## config.mk

```make
export PLATFORM = sky130hd
export DESIGN_NAME = turf_hold_scheduler
export DESIGN_NICKNAME = d
export VERILOG_FILES = /design/src/rtl/turf_hold_scheduler.sv
export SDC_FILE = /design/constraint.sdc
export NUM_CORES = 1
export LEC_CHECK = 0
export CORE_MARGIN = 5
export CORE_UTILIZATION = 48
export DETAILED_ROUTE_END_ITERATION = 10
export GPL_TIMING_DRIVEN = 0
export PLACE_DENSITY = 0.76
export SLEW_MARGIN = 20
export SYNTH_ARGS = -nofsm -noshare
export SYNTH_HDL_FRONTEND = slang
export SYNTH_SLANG_ARGS = --single-unit
```

## constraint.sdc

```tcl
create_clock -name clk33_i -period 2.6 [get_ports clk33_i]
set_input_delay 0.26 -clock clk33_i [delete_from_list [all_inputs] [get_ports clk33_i]]
set_output_delay 0.26 -clock clk33_i [all_outputs]
set_load 0.01 [all_outputs]
```

## src/rtl/turf_hold_scheduler.sv

```systemverilog
// turf_hold_scheduler: arbitrates trigger sources onto a ring of four SURF HOLD buffers and stamps event IDs
module turf_hold_scheduler #(
  parameter int HOLDOFF  = 8,
  parameter int EVID_LOW = 20
) (
  input  logic        clk33_i,
  input  logic        rst_i,
  input  logic [3:0]  trig_req_i,
  input  logic        disable_i,
  input  logic        clr_evt_i,
  input  logic        evid_reset_i,
  input  logic [11:0] epoch_i,
  output logic [3:0]  hold_o,
  output logic        trig_valid_o,
  output logic [1:0]  trig_buf_o,
  output logic [3:0]  trig_type_o,
  output logic [31:0] event_id_o,
  output logic [31:0] buf_status_o
);
  typedef enum logic [1:0] {IDLE, ASSIGN, WAIT} state_t;
  localparam logic [31:0] LOW_MASK = (32'h1 << EVID_LOW) - 32'h1;
  state_t      state;
  logic [3:0]  pending, win;
  logic [1:0]  wp, rp;
  logic [2:0]  cnt;
  logic [7:0]  hcnt;
  logic [15:0] dropped;
  logic [31:0] evid;
  logic        full, decide, accept, drop, rel;
  always_comb begin
    win    = pending[1] ? 4'b0010 : pending[2] ? 4'b0100 : pending[3] ? 4'b1000 : pending[0] ? 4'b0001 : 4'b0000;
    full   = cnt == 3'd4;
    decide = state == IDLE && !disable_i && |pending;
    accept = decide && !full;
    drop   = decide && full;
    rel    = clr_evt_i && cnt != 3'd0;
  end
  always_ff @(posedge clk33_i) begin
    if (rst_i) begin
      state        <= IDLE;
      pending      <= '0;
      wp           <= '0;
      rp           <= '0;
      cnt          <= '0;
      hcnt         <= '0;
      dropped      <= '0;
      evid         <= '0;
      hold_o       <= '0;
      trig_valid_o <= 1'b0;
      trig_buf_o   <= '0;
      trig_type_o  <= '0;
      event_id_o   <= '0;
      buf_status_o <= '0;
    end else begin
      // a drop discards every pending source, an accept only the winner
      pending      <= disable_i ? 4'b0000 : (pending & ~(drop ? 4'b1111 : accept ? win : 4'b0000)) | trig_req_i;
      state        <= state == IDLE ? (accept ? ASSIGN : IDLE) : state == ASSIGN ? (HOLDOFF > 0 ? WAIT : IDLE) : (hcnt == 8'd0 ? IDLE : WAIT);
      hcnt         <= state == ASSIGN ? 8'(HOLDOFF - 1) : state == WAIT ? hcnt - 8'd1 : hcnt;
      trig_valid_o <= accept;
      hold_o       <= (hold_o & ~(rel ? 4'b0001 << rp : 4'b0000)) | (accept ? 4'b0001 << wp : 4'b0000);
      wp           <= accept ? wp + 2'd1 : wp;
      rp           <= rel ? rp + 2'd1 : rp;
      cnt          <= cnt + 3'(accept) - 3'(rel);
      dropped      <= dropped + 16'(drop && dropped != 16'hFFFF);
      evid         <= evid_reset_i ? 32'(epoch_i) << EVID_LOW : accept ? (evid & ~LOW_MASK) | ((evid + 32'd1) & LOW_MASK) : evid;
      trig_buf_o   <= accept ? wp : trig_buf_o;
      trig_type_o  <= accept ? win : trig_type_o;
      event_id_o   <= accept ? evid : event_id_o;
      buf_status_o <= {dropped, 1'b0, disable_i, state != IDLE, full, rp, wp, 1'b0, cnt, hold_o};
    end
  end
endmodule

```

I/O nets highlighted:
Scale: 2 px per µm.
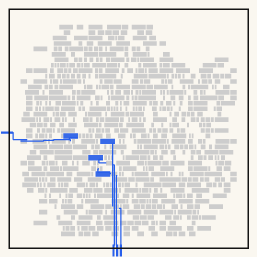
legend:
  trig_type_o:
    colour: blue
    bits: 4
    direction: output
    end_cells: 4
    buffers: 4
    wire: 191 µm

I/O pins on the die edge:
Scale: 4 px per µm. Pins as bars across the die edge, other pins in grey.
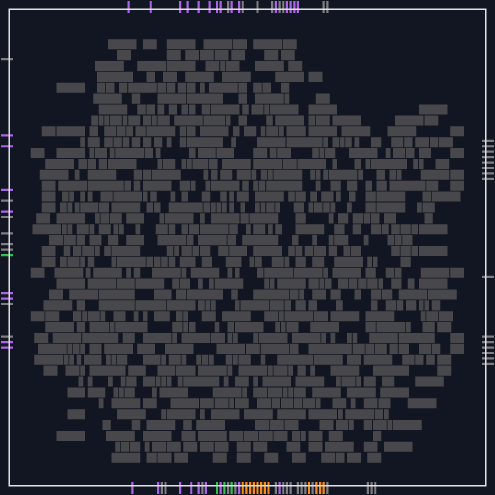
legend:
  epoch_i:
    colour: orange
    pins: 12
    direction: input
    edge: bottom
  trig_type_o:
    colour: green
    pins: 4
    direction: output
    edge: 3 bottom, 1 left
  buf_status_o:
    colour: purple
    pins: 32
    direction: output
    edge: 15 top, 9 bottom, 8 left

==> metrics.yaml <==
cts:
  ctsHoldBuffers: 0
  cts_setup_buffers: 2
  htree_levels: 4
  tritoncts: "done"
  cts_buffers: 17
  clockBufferDepth: 2
  clkSinkCount: 142
finish:
  drive_gt1_frac: 0.1355
  fin_cells: 881
  n_clock_buffer: 22
  ff_latch_area_um2: 2848
  n_all_buffers: 136
  comb_share: 0.3497
  antenna_cells: 0
  finish.utilization: 0.6434
  seq_area_frac: 0.3843
  layout_top_cell: "dfxtp_1"
  biggestCellCategory: "registers"
  nonClkBufAreaFrac: 0.1608
  n_all_inverters: 15
  layout_top_cells: "dfxtp_1, clkdlybuf4s50_1, nand2_1"
  nNetsFinal: 768
  syn_to_final_growth_pct: 30.58
  clkCellAreaFrac: 0.07278
yosys:
  synth_stat.cells: 611
  top_cell: "dfxtp_1"
  synth_flops: 142
  synth_adder_area_share: 0.04322
  ff_type: "dfxtp_1"
  yosysSeqAreaShare: 0.5010
  ys_sh_mux: 0.02668
  syn_inst: 611
  synth.top_cell.area_share: 0.5010
  top_area_cell: "dfxtp_1"
  top_logic_kind: "simple AND/OR/NAND/NOR gates"
  yosys_warnings: 0
  topCellsByArea: "dfxtp_1, nand2_1, ha_1"
timing:
  clock_skew_ns: 0.005905
  layout_setup_ws_ns: 0.1078
  tns_ns: 0
  fmaxAchievable_mhz: 401.2
  final_hold_viol_count: 0
  finalSetupViolCount: 0
  slew-limit-headroom: 0.5145
  finalClockPeriodUsage: 0.9585
routing:
  ant_nets: 0
  drt-wirelength-per-cell_um: 15.51
  first_pass_iters: 5
  drt_iter0_markers: 239
  drc_errors: 0
  wl_met1_um: 5771
  wl_met2_um: 7079
  vias: 4662
pwr:
  pwr_density_cell_nw_per_um2: 725.9
  maxPowerGroup: "registers"
  switching_share: 0.2535
  pwr-share-comb: 0.146
  seqPwrFrac: 0.443
  p_comb_mw: 0.784
  powerClk_mw: 2.21
  pg_seq_mw: 2.38
floorplan:
  fp_util: 0.4927
  design.core.area_um2: 11520
critical_path:
  endpoint: "cnt[2]"
  crit_path_start: "pending[1]"
  worst-path-buf-inv: 4
  r2r_cells: 12
  worst_path_largest_cell_delay_ns: 0.56
  critPathKind: "reg2reg"
  crit_fanout: 5
  cp.depth: 12
  path_cells: "or4_4, and3_4, inv_6, buf_12, ha_4, inv_2, ha_4, inv_2, fa_2, xor2_1, xnor2_1, nor2_1"
  critPathLaunchType: "flop"
global_route:
  gr-usage-met3: 0.05635
  overflow: 0
  grt_max_degree: 19
  grt.total_usage: 0.1970
  grt_first_pass_wirelength_um: 22540
  grt_use_met2: 0.3453
  first_global_vias: 4690
min_path:
  hold_depth: 3
  worstHoldEndpoint: "evid[20]"
  min_path_type: "in2reg"
place:
  gp_congestion: 0.8326
  placed_area_um2: 6807
  pre_cts_slack_ns: -0.4531
  port_buffers: 91
run_status:
  outcome: "complete, no violations"
flow_run:
  tool_warnings: 36
Cell placement:
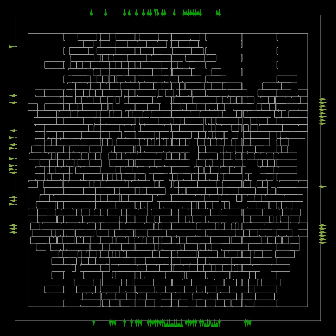
Fillers: 929
Flop Count: 142
tap cells: 143

Routed metal, one colour a layer:
Scale: 2 px per µm. Only two layers are drawn.
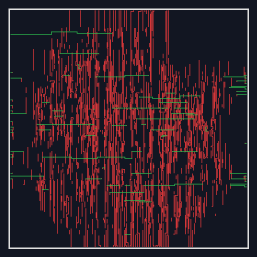
legend:
  metal 2:
    colour: red
    wire_length: 7080 µm
  metal 3:
    colour: green
    wire_length: 600 µm

No activity file was given, so power comes from the tool's default toggle rates.
